==> config.mk <==
export PLATFORM = sky130hd
export DESIGN_NAME = ram_arbiter
export DESIGN_NICKNAME = d
export VERILOG_FILES = /design/src/rtl/ram_arbiter_pkg.sv /design/src/rtl/rr_arb2.sv /design/src/rtl/ram_arbiter.sv
export SDC_FILE = /design/constraint.sdc
export NUM_CORES = 1
export LEC_CHECK = 0
export CAP_MARGIN = 20
export CORE_MARGIN = 2
export CORE_UTILIZATION = 39
export DETAILED_ROUTE_END_ITERATION = 7
export GPL_ROUTABILITY_DRIVEN = 0
export HOLD_SLACK_MARGIN = 0.06
export PLACE_DENSITY_LB_ADDON = 0.25
export SETUP_SLACK_MARGIN = 0.15
export SLEW_MARGIN = 25
export SYNTH_ARGS = -nofsm -noshare
export SYNTH_HDL_FRONTEND = slang
export SYNTH_SLANG_ARGS = --single-unit
==> constraint.sdc <==
create_clock -name clk -period 1.88 [get_ports clk]
set_input_delay 0.376 -clock clk [delete_from_list [all_inputs] [get_ports clk]]
set_output_delay 0.376 -clock clk [all_outputs]
set_load 0.02 [all_outputs]
==> src/rtl/ram_arbiter_pkg.sv <==
// Shared constants and types for the two-master RAM arbiter.
// Address/data widths match the 1024x8 single-port RAM.
package ram_arbiter_pkg;

    localparam int unsigned RAM_AW = 10;
    localparam int unsigned RAM_DW = 8;

    typedef enum logic [1:0] {
        IDLE    = 2'd0,
        ACCESS  = 2'd1,
        CAPTURE = 2'd2
    } state_e;

    typedef enum logic {
        REQ_A = 1'b0,
        REQ_B = 1'b1
    } req_id_e;

endpackage

==> src/rtl/rr_arb2.sv <==
// Combinational two-way round-robin picker.
// On a tie the requester that did not win last time is chosen.
module rr_arb2
    import ram_arbiter_pkg::*;
(
    input  logic req_a,
    input  logic req_b,
    input  logic rr_last,
    output logic valid,
    output logic winner
);

    always_comb begin
        valid  = req_a | req_b;
        winner = REQ_A;
        if (req_a && req_b) begin
            winner = (rr_last == REQ_A) ? REQ_B : REQ_A;
        end else if (req_b) begin
            winner = REQ_B;
        end
    end

endmodule

==> src/rtl/ram_arbiter.sv <==
// Arbitrates requesters A and B onto a single-port RAM, one access per grant.
// Every output is a register; the FSM owns all of them.
module ram_arbiter
    import ram_arbiter_pkg::*;
#(
    parameter int unsigned AW = RAM_AW,
    parameter int unsigned DW = RAM_DW
) (
    input  logic          clk,
    input  logic          rst,
    input  logic          req_a,
    input  logic          we_a,
    input  logic [AW-1:0] addr_a,
    input  logic [DW-1:0] wdata_a,
    output logic          gnt_a,
    output logic          ack_a,
    output logic          rvalid_a,
    input  logic          req_b,
    input  logic          we_b,
    input  logic [AW-1:0] addr_b,
    input  logic [DW-1:0] wdata_b,
    output logic          gnt_b,
    output logic          ack_b,
    output logic          rvalid_b,
    output logic [DW-1:0] rdata,
    output logic          ram_en,
    output logic [AW-1:0] ram_address,
    output logic [DW-1:0] ram_datain,
    input  logic [DW-1:0] ram_dataout,
    output logic          busy
);

    state_e state_q;
    logic   rr_last_q;
    logic   owner_q;
    logic   we_q;
    logic   arb_valid;
    logic   arb_winner;

    rr_arb2 u_rr_arb2 (
        .req_a   (req_a),
        .req_b   (req_b),
        .rr_last (rr_last_q),
        .valid   (arb_valid),
        .winner  (arb_winner)
    );

    always_ff @(posedge clk or negedge rst) begin
        if (!rst) begin
            state_q     <= IDLE;
            rr_last_q   <= REQ_B;
            owner_q     <= REQ_A;
            we_q        <= 1'b0;
            gnt_a       <= 1'b0;
            gnt_b       <= 1'b0;
            ack_a       <= 1'b0;
            ack_b       <= 1'b0;
            rvalid_a    <= 1'b0;
            rvalid_b    <= 1'b0;
            rdata       <= '0;
            ram_en      <= 1'b0;
            ram_address <= '0;
            ram_datain  <= '0;
            busy        <= 1'b0;
        end else begin
            // Handshake outputs are single-cycle pulses.
            gnt_a    <= 1'b0;
            gnt_b    <= 1'b0;
            ack_a    <= 1'b0;
            ack_b    <= 1'b0;
            rvalid_a <= 1'b0;
            rvalid_b <= 1'b0;

            unique case (state_q)
                IDLE: begin
                    if (arb_valid) begin
                        owner_q   <= arb_winner;
                        rr_last_q <= arb_winner;
                        if (arb_winner == REQ_A) begin
                            we_q        <= we_a;
                            ram_en      <= we_a;
                            ram_address <= addr_a;
                            ram_datain  <= wdata_a;
                            gnt_a       <= 1'b1;
                        end else begin
                            we_q        <= we_b;
                            ram_en      <= we_b;
                            ram_address <= addr_b;
                            ram_datain  <= wdata_b;
                            gnt_b       <= 1'b1;
                        end
                        state_q <= ACCESS;
                        busy    <= 1'b1;
                    end
                end

                ACCESS: begin
                    ram_en <= 1'b0;
                    if (we_q) begin
                        ack_a   <= (owner_q == REQ_A);
                        ack_b   <= (owner_q == REQ_B);
                        state_q <= IDLE;
                        busy    <= 1'b0;
                    end else begin
                        state_q <= CAPTURE;
                    end
                end

                CAPTURE: begin
                    rdata    <= ram_dataout;
                    rvalid_a <= (owner_q == REQ_A);
                    rvalid_b <= (owner_q == REQ_B);
                    state_q  <= IDLE;
                    busy     <= 1'b0;
                end

                default: begin
                    ram_en  <= 1'b0;
                    state_q <= IDLE;
                    busy    <= 1'b0;
                end
            endcase
        end
    end

endmodule

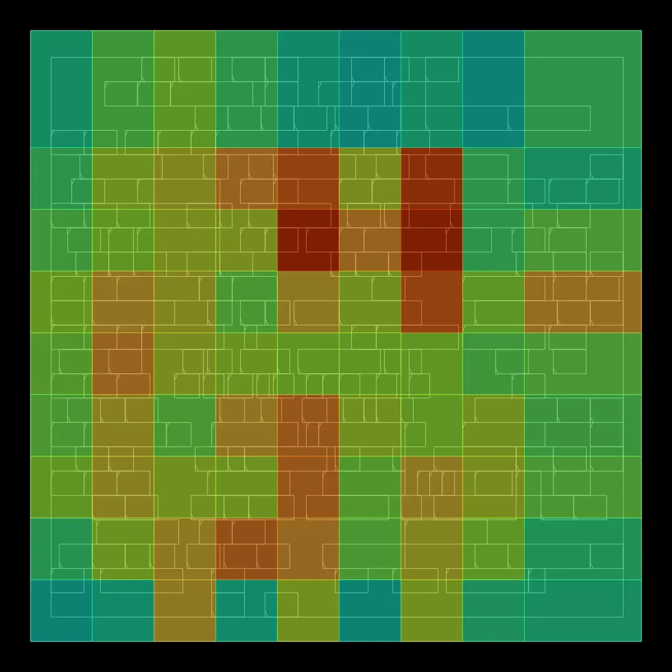
Fig. 1. Routing congestion map (run 1).
met1 track demand over resource: 21.3%
overall global routing resource usage: 19.3%

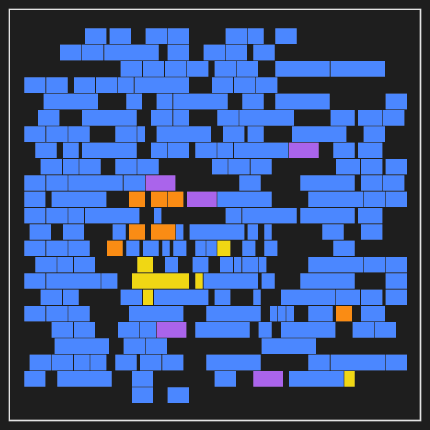
Fig. 2. Cells by drive strength (run 1).
Scale: 6 px per um.
[_2 cells] yellow | cells: 6 | share: 2.9%
[_6 and larger] purple | cells: 5 | share: 2.4% | most used: clkbuf_8
[_0 and _1 cells] blue | cells: 192 | share: 91% | most used: clkdlybuf4s50_1
[_3 and _4 cells] orange | cells: 7 | share: 3.3% | most used: buf_4

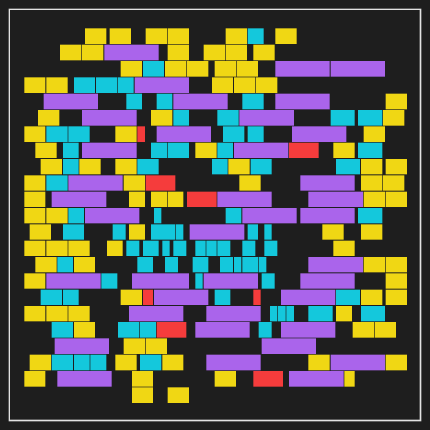
Fig. 3. Cell classes on the final placement (run 1).
Scale: 6 px per um.
[flops] purple | cells: 39 | share of their area: 39%
[other buffers and delay cells] yellow | cells: 89 | share of their area: 35%
[clock drivers and dummy loads] red | cells: 8 | share of their area: 3.2%
[combinational and other logic] cyan | cells: 74 | share of their area: 23%

run 1: where the power goes:
group	total (uW)	leakage (uW)	switching [uW]	internal, uW
sequential	1470	0.000481	228	1240
combinational	2190	0.000588	1060	1130
clock	531	0.0000422	271	260
total	4190	0.00111	1560	2640
run 1: synth_stat cells:
library cell	number	share of area, %
a21boi_0	9	4.2
o21ai_0	1	0.31
buf_2	5	1.6
inv_2	1	0.23
a21oi_1	1	0.31
and2_1	1	0.39
buf_8	1	0.93
nand2b_1	3	1.2
dfrtp_1	38	59
a21o_1	2	0.93
a221o_1	18	11
or2_1	1	0.39
nor2_1	3	0.70
nand3_1	1	0.31
and3_1	3	1.2
and3_4	1	0.70
o211ai_1	1	0.47
nand2_1	4	0.93
buf_6	1	0.70
inv_1	2	0.47
dfstp_2	1	1.6
nor2_2	1	0.39
and2b_1	2	0.93
a21boi_1	9	4.2
clkbuf_1	2	0.47
mux2_1	8	5.6
nand4_1	2	0.78
run 1: cell families after synthesis:
logic type	Yosys count
AND/OR/NAND/NOR	22
flip-flops	39
buffers and inverters	12
multiplexers	8
AND-OR/OR-AND	41
run 1: worst paths after layout:
path / end / slack, ns / start / depth (start not counted)
worst min register to register: rvalid_a / 0.49 / owner_q / 1
min in group clk: rvalid_a / 0.49 / owner_q / 1
worst max register to register: ram_datain[4] / 0.41 / state_q[1] / 4
max in group asynchronous: rdata[0] / 1.17 / rst / 2
worst max-delay path: ram_datain[7] / 0.22 / ram_datain[7] / 1
worst min-delay path: owner_q / 0.11 / rst / 1
run 1: per-stage QoR:
step / hold slack (ns) / power, uW / setup TNS (ns)
final: 0.110 / 4190 / 0
after CTS: 0.114 / 4230 / 0
after detailed placement: 0.423 / 3680 / -0.361
after floorplan: 0.0804 / 2690 / 0
after global routing: 0.147 / 4450 / 0
after global placement: 0.419 / 3590 / 0
run 1: placed cells by master (no fill, tap or decap):
master and n:
clkbuf_8 5, a21boi_1 9, and2_1 1, or2_1 1, a221o_1 18, a21boi_0 9
inv_2 1, clkinv_2 1, buf_2 1, nand4_1 2, inv_1 2, and3_1 2
mux2_1 8, a21o_1 2, nand2b_1 3, buf_4 6, dfrtp_1 38, dfstp_2 1
and3_2 1, and3_4 1, a21oi_1 1, o21ai_0 1, o211ai_1 1, nand3_1 1
nor2_1 3, and2b_1 2, nand2_1 4, clkdlybuf4s50_1 82, clkbuf_1 2, nor2_2 1
run 1: routing by layer:
layer / routed length, um / track usage, % / part of all wire (%) / vias up
met1: 1640 / 21.3 / 40 / 680
met3: 310 / 6.58 / 7.5 / 6
li1: - / - / - / 632
met2: 2140 / 34.2 / 52 / 56
met5: 0 / 0 / 0 / -
met4: 57 / 7.00 / 1.4 / 0
run 1: final cells by class:
| cell class | count | share of cell area, % |
|---|---|---|
| clock buffers | 7 | 2.97 |
| well taps | 50 | 2.44 |
| flip-flops and latches | 39 | 38.0 |
| multi-input cells | 71 | 22.0 |
| clock inverters | 1 | 0.195 |
| inverters | 3 | 0.438 |
| repair buffers | 89 | 33.9 |
run 1: what timing repair did:
item,in CTS,in global routing
gates resized,0,1
setup endpoints to repair,0,11
endpoints found under the hold margin,0,0
==> out/qor.yml, run 1 <==
max_flop_register: "ram_address"
tally_of_openroad_warnings: 26
ys_sh_adder_pct: 0
yosys-stat-area_um2: 1610
warnings_from_yosys: 0
post_dp_cell_area_um2: 2490
share_of_the_yosys_chip_area_belonging_to_registers_pct: 60.6
regArea_um2: 977
synth.logic.top_family: "AND-OR/OR-AND gates"
worst_path_dominant_cell_family: "buffers and inverters"
power.density_nw_per_um2: 1630
power.static_leakage_uw: 0.00111
number_of_detailed_route_iterations_in_the_first_pass: 4
syn_to_final_growth_pct: 59.4
worstMarginPinSlew_ns: 0.631
maximum_fanout_count_along_the_critical_path: 2
xor_area_share_pct: 0
timing.critical_path.arrival_ns: 1.28
cts_num_sinks: 39
status: "finished, final reports clean"
vias_per_cell: 5.28
port_buffers: 83
min_path_type: "in2async"
yosys.area_share.simple_pct: 7.84
yosysUniqueCellTypes: 27
clock.latency.late_pin_ns: 0.28
worst_setup_hold_path_clk_slew_ns: 0.07
antennaDiodeCount: 0
rows: 23
grt_overflow: 0
wire_per_inst_um: 16.0
cap_viol_max_count: 0
clock_path_buffers: 2
ios: 84
logic_area_um2: 566
root_buffer: "clkbuf_8"
synthesis.nets: 172
finish.utilization_pct: 64.2
worstPathCellList: "clkdlybuf4s50_1"
ys_ff: 39
global_route_wire_length_before_repair_um: 6520
fill_cells: 290
post_synth_ao_oa_area_fraction_pct: 21.6
drc_errors: 0
pre_cts_slack_ns: -0.0390
--- run 2 (diff from run 1) ---
--- a/config.mk
+++ b/config.mk
@@ -5,6 +5,7 @@
 export SDC_FILE = /design/constraint.sdc
 export NUM_CORES = 1
 export LEC_CHECK = 0
+export ABC_CLOCK_PERIOD_IN_PS = 1880
 export CAP_MARGIN = 20
 export CORE_MARGIN = 2
 export CORE_UTILIZATION = 39
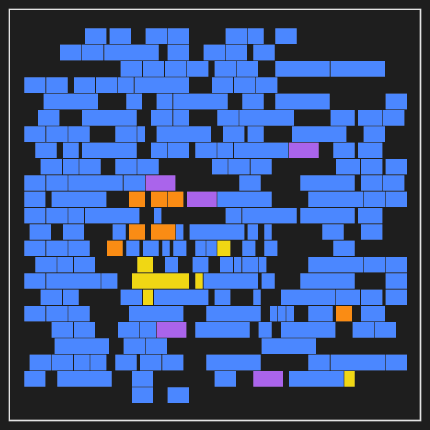
Fig. 4. Cells by drive strength (run 2).
Scale: 6 px per um.
[_6 and larger] purple | cells: 5 | share: 2.4% | most used: clkbuf_8
[_3 and _4 cells] orange | cells: 7 | share: 3.3% | most used: buf_4
[_2 cells] yellow | cells: 6 | share: 2.9%
[_0 and _1 cells] blue | cells: 192 | share: 91% | most used: clkdlybuf4s50_1

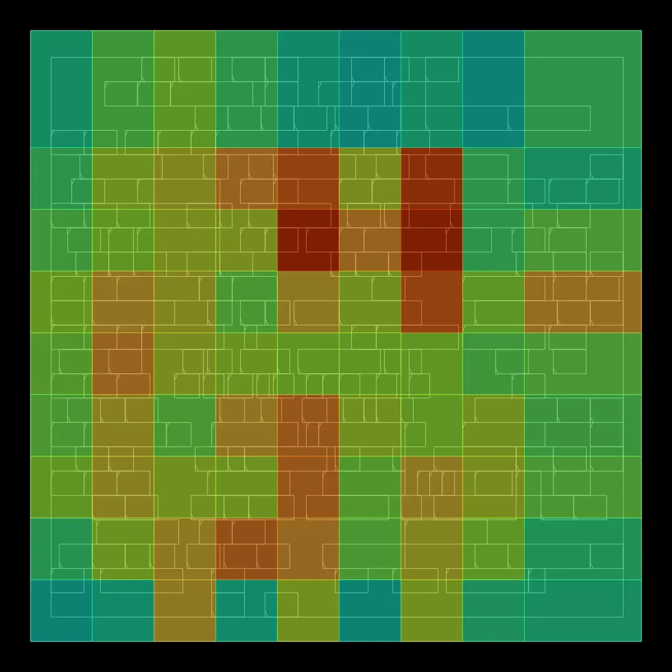
Fig. 5. Routing congestion map (run 2).
met3 track utilization from global routing: 6.58%
Routed wire per std cell: 16.0 um
met2 GRT Util: 34.2%
most heavily used metal layer in global routing: met2

==> out/qor.yml, run 2 <==
top_layer_used: "met4"
power_switching_uw: 1560
synthDominantCellAreaShare_pct: 59.0
sw_frac_of_total_pct: 37.1
power.density_nw_per_um2: 1630
grt_overflow: 0
synthTopCellsByCount: "dfrtp_1 (38), a221o_1 (18), a21boi_0 (9), a21boi_1 (9), mux2_1 (8)"
rows: 23
share_of_the_yosys_chip_area_belonging_to_registers_pct: 60.6
setup_tns_ns: 0
worstReg2RegStart: "state_q[1]"
vias_per_cell: 5.28
count_of_flip_flops_with_a_built_in_enable_after_synthesis: 0
port_buffers: 83
detailroute.wirelength.met3_um: 310
cts_num_sinks: 39
number_of_detailed_route_iterations_in_the_first_pass: 4
timing.critical_path.arrival_ns: 1.28
maximum_fanout_count_along_the_critical_path: 2
p_total_uw: 4190
r2r_cells: 4
r2r_slack_ns: 0.41
syn_to_final_growth_pct: 59.4
power.static_leakage_uw: 0.00111
sequentialPowerShare_pct: 35.1
status: "finished, final reports clean"
cap_viol_max_count: 0
yosys-stat-area_um2: 1610
global_route_wire_length_before_repair_um: 6520
drc_errors: 0
synthMostInstantiatedCell: "dfrtp_1"
clock_path_buffers: 2
layout_top_cells_excl_fill_tap: "clkdlybuf4s50_1 (82), dfrtp_1 (38), a221o_1 (18)"
clock.latency.late_pin_ns: 0.28
global_route.usage.total_pct: 19.3
cell_type_with_the_largest_total_area_after_synthesis: "dfrtp_1"
warnings_from_yosys: 0
worstMarginPinSlew_ns: 0.631
-- run 2: cell counts in the layout (fill, tap and decap cells not counted) --
Identical to the previous run, type by type.
-- run 2: what timing repair did --
| action | CTS | global route |
|---|---|---|
| hold buffers | 0 | 0 |
| endpoints found under the setup margin | 0 | 11 |
| hold endpoints to repair | 0 | 0 |
| resized | 0 | 1 |
| setup buffers | 0 | 0 |
-- run 2: logic make-up after synthesis --
| kind of cell | share of synthesized area [%] |
|---|---|
| AOI/OAI and AO/OA | 21.6 |
| buffers and inverters | 4.35 |
| DFF | 60.6 |
| muxes | 5.59 |
| and+or+nand+nor | 7.84 |
-- run 2: routing by layer --
layer  up-vias  track usage [%]
met5         -                0
met4         0             7.00
met3         6             6.58
met2        56             34.2
met1       680             21.3
li1        632                -
-- run 2: final cells by class --
class | instances | area [um^2]
fill | 290 | 1430
sequential | 39 | 977
timing repair buffer | 89 | 871
multi-input combinational | 71 | 566
clock buffer | 7 | 76.3
tap | 50 | 62.6
inverter | 3 | 11.3
clock inverter | 1 | 5.00
-- run 2: how the worst max path moves through the flow --
stage                         from             end  depth (start not counted)
detailed placement           req_a   ram_datain[4]                          3
global placement             req_b   ram_datain[4]                          4
finish               ram_datain[7]   ram_datain[7]                          1
CTS                 ram_address[0]  ram_address[0]                          1
global route        ram_address[6]  ram_address[6]                          1
floorplan                rr_last_q  ram_address[0]                          4
-- run 2: power groups by stage --
stage | sequential [uW] | combinational [uW] | clock [uW]
2_1_floorplan | 1860 | 827 | 0
3_3_place_gp | 1460 | 2130 | 0
3_5_place_dp | 1470 | 2210 | 0
4_1_cts | 1470 | 2210 | 551
5_1_grt | 1520 | 2350 | 582
6_report | 1470 | 2190 | 531
-- run 2: per-stage QoR --
| step | utilization (%) | instances | hold WS (ns) | area (um^2) |
|---|---|---|---|---|
| 6_report | 64.2 | 260 | 0.110 | 2570 |
| 5_1_grt | 64.2 | 260 | 0.147 | 2570 |
| 4_1_cts | 64.2 | 260 | 0.114 | 2570 |
| 3_5_place_dp | 62.2 | 252 | 0.423 | 2490 |
| 3_3_place_gp | 62.2 | 252 | 0.419 | 2490 |
| 2_1_floorplan | - | 122 | 0.0804 | 1610 |
--- run 3 (diff from run 2) ---
--- a/config.mk
+++ b/config.mk
@@ -7,8 +7,10 @@
 export LEC_CHECK = 0
 export ABC_CLOCK_PERIOD_IN_PS = 1880
 export CAP_MARGIN = 20
+export CELL_PAD_IN_SITES_DETAIL_PLACEMENT = 0
+export CELL_PAD_IN_SITES_GLOBAL_PLACEMENT = 1
 export CORE_MARGIN = 2
-export CORE_UTILIZATION = 39
+export CORE_UTILIZATION = 29
 export DETAILED_ROUTE_END_ITERATION = 7
 export GPL_ROUTABILITY_DRIVEN = 0
 export HOLD_SLACK_MARGIN = 0.06
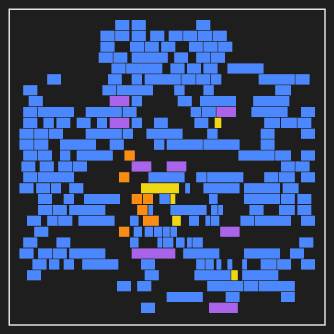
Fig. 6. Cells by drive strength (run 3).
Scale: 4 px per um.
PnR worst setup slack: 0.236 ns
non-clock buffer total of the final layout: 91
Final Cell Area: 2660 um^2
area overhead of the layout relative to synthesis: 65.1%

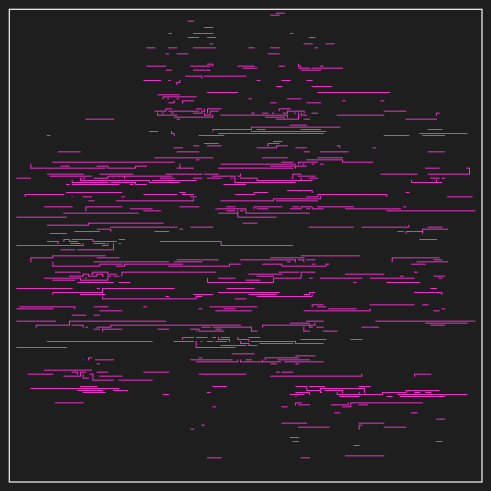
Fig. 7. Metal 1 (run 3).
Scale: 6 px per um.
nets with wire on the layer: 216
main direction: horizontal
wire length on this layer: 1860 um
longest straight run: 21.6 um

==> out/qor.yml, run 3 <==
grt_overflow: 0
worstMarginPinSlew_ns: 0.478
antennaDiodeCount: 0
cts_num_sinks: 39
p_total_uw: 4410
ios: 84
r2r_cells: 5
synthTopCellsByCount: "dfrtp_1 (38), a221o_1 (18), a21boi_0 (9), a21boi_1 (9), mux2_1 (8)"
worst_setup_hold_path_clk_slew_ns: 0.08
post_layout_nonfiller_instances: 284
fill_cells: 496
status: "finished, final reports clean"
hold_end: "rdata[1]"
port_buffers: 83
worstReg2RegStart: "state_q[0]"
setup_tns_ns: 0
number_of_detailed_route_iterations_in_the_first_pass: 4
root_buffer: "clkbuf_8"
synthMostInstantiatedCell: "dfrtp_1"
cell_type_with_the_largest_total_area_after_synthesis: "dfrtp_1"
hold_path_startpoint: "rdata[1]"
cap_viol_max_count: 0
worst_path_dominant_cell_family: "buffers and inverters"
post_synth_main_area_contributors: "dfrtp_1 (59%), a221o_1 (11%), mux2_1 (5.6%), a21boi_0 (4.2%), a21boi_1 (4.2%)"
count_of_flip_flops_with_a_built_in_enable_after_synthesis: 0
maximum_fanout_count_along_the_critical_path: 2
warnings_from_yosys: 0
timing.hold.ws_ns: 0.497
power.static_leakage_uw: 0.00114
pre_cts_slack_ns: 0.0586
wire_per_inst_um: 15.4
min_path_type: "reg2reg"
max_flop_register: "ram_address"
ys_ff: 39
share_of_the_yosys_chip_area_belonging_to_registers_pct: 60.6
vias_per_cell: 4.78
yosysUniqueCellTypes: 27
layout_top_cells_excl_fill_tap: "clkdlybuf4s50_1 (82), dfrtp_1 (38), a221o_1 (18)"
worst_hold_path.num_cells: 1
-- run 3: power breakdown --
part | total, uW | leakage, uW | internal, uW | switching [uW]
sequential | 1480 | 0.000481 | 1240 | 235
combinational | 2220 | 0.000603 | 1150 | 1060
clock | 716 | 0.0000612 | 429 | 287
-- run 3: cell families after synthesis --
logic type	count (synthesis)	synth area share, %
compound gates	41	21.6
buf+inv	12	4.35
flops	39	60.6
mux	8	5.59
simple gates	22	7.84
-- run 3: per-layer routing --
metal  vias to the layer above  share of wire [%]  track usage, %
li1                        632                  -               -
met1                       656                 43            17.3
met2                        61                 50            25.1
met3                         8                6.0            4.94
met4                         0                1.8            5.61
met5                         -                  0               0
-- run 3: repair_timing --
action	CTS	global route
hold endpoints to repair	18	0
hold buffers	1	0
gates resized	0	0
setup buffers	0	0
-- run 3: how the worst max path moves through the flow --
stage | slack [ns] | depth (start not counted) | start | end
after detailed placement | 0.06 | 5 | req_b | ram_address[7]
after CTS | 0.22 | 1 | ram_address[7] | ram_address[7]
final | 0.24 | 1 | ram_address[0] | ram_address[0]
after global placement | 0.09 | 5 | req_b | ram_datain[6]
after floorplan | 0.54 | 4 | rr_last_q | ram_address[0]
after global routing | 0.18 | 1 | ram_datain[6] | ram_datain[6]
-- run 3: final cells by class --
cell class | instances | area [um^2] | share of cell area, %
clock buffers | 6 | 82.6 | 3.10
inverters | 3 | 11.3 | 0.423
clock inverters | 2 | 35.0 | 1.32
repair buffers | 91 | 901 | 33.9
flip-flops and latches | 39 | 977 | 36.7
multi-input cells | 71 | 564 | 21.2
well taps | 72 | 90.1 | 3.39
-- run 3: through the flow --
stage / area [um^2] / util, %
global placement: 2530 / 46.6
CTS: 2660 / 48.9
floorplan: 1610 / -
finish: 2660 / 48.9
global route: 2660 / 48.9
detailed placement: 2530 / 46.6

## Gallery

A small window of the routed layout.
panel A
Region (7, 46) to (32, 71) um. Cells in gray, sequential cells in the stronger gray; small squares are vias.
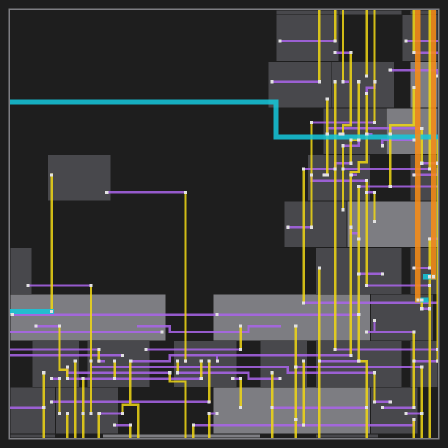
panel B
Region (5, 39) to (30, 64) um. Cells in gray, sequential cells in the stronger gray; small squares are vias.
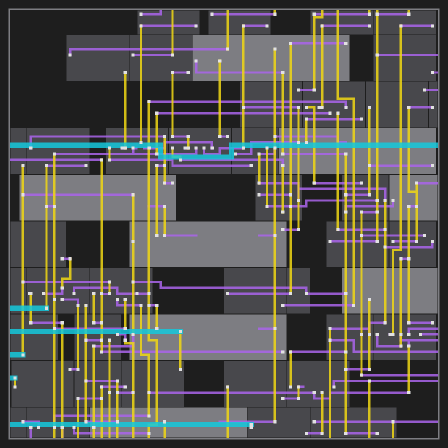
Run 3 is panel A.
Run 1 is panel B.

Key to panel A:
[metal 3] cyan
[metal 2] yellow
[metal 1] purple
[metal 4] orange
sequential cells in the window: 4
most frequent: clkdlybuf4s50_1 (7), a221o_1 (6), dfrtp_1 (4)
netlist names of flops here include: ram_address (2)
cells with their middle in the window: 25

No activity file was given, so power comes from the tool's default toggle rates.
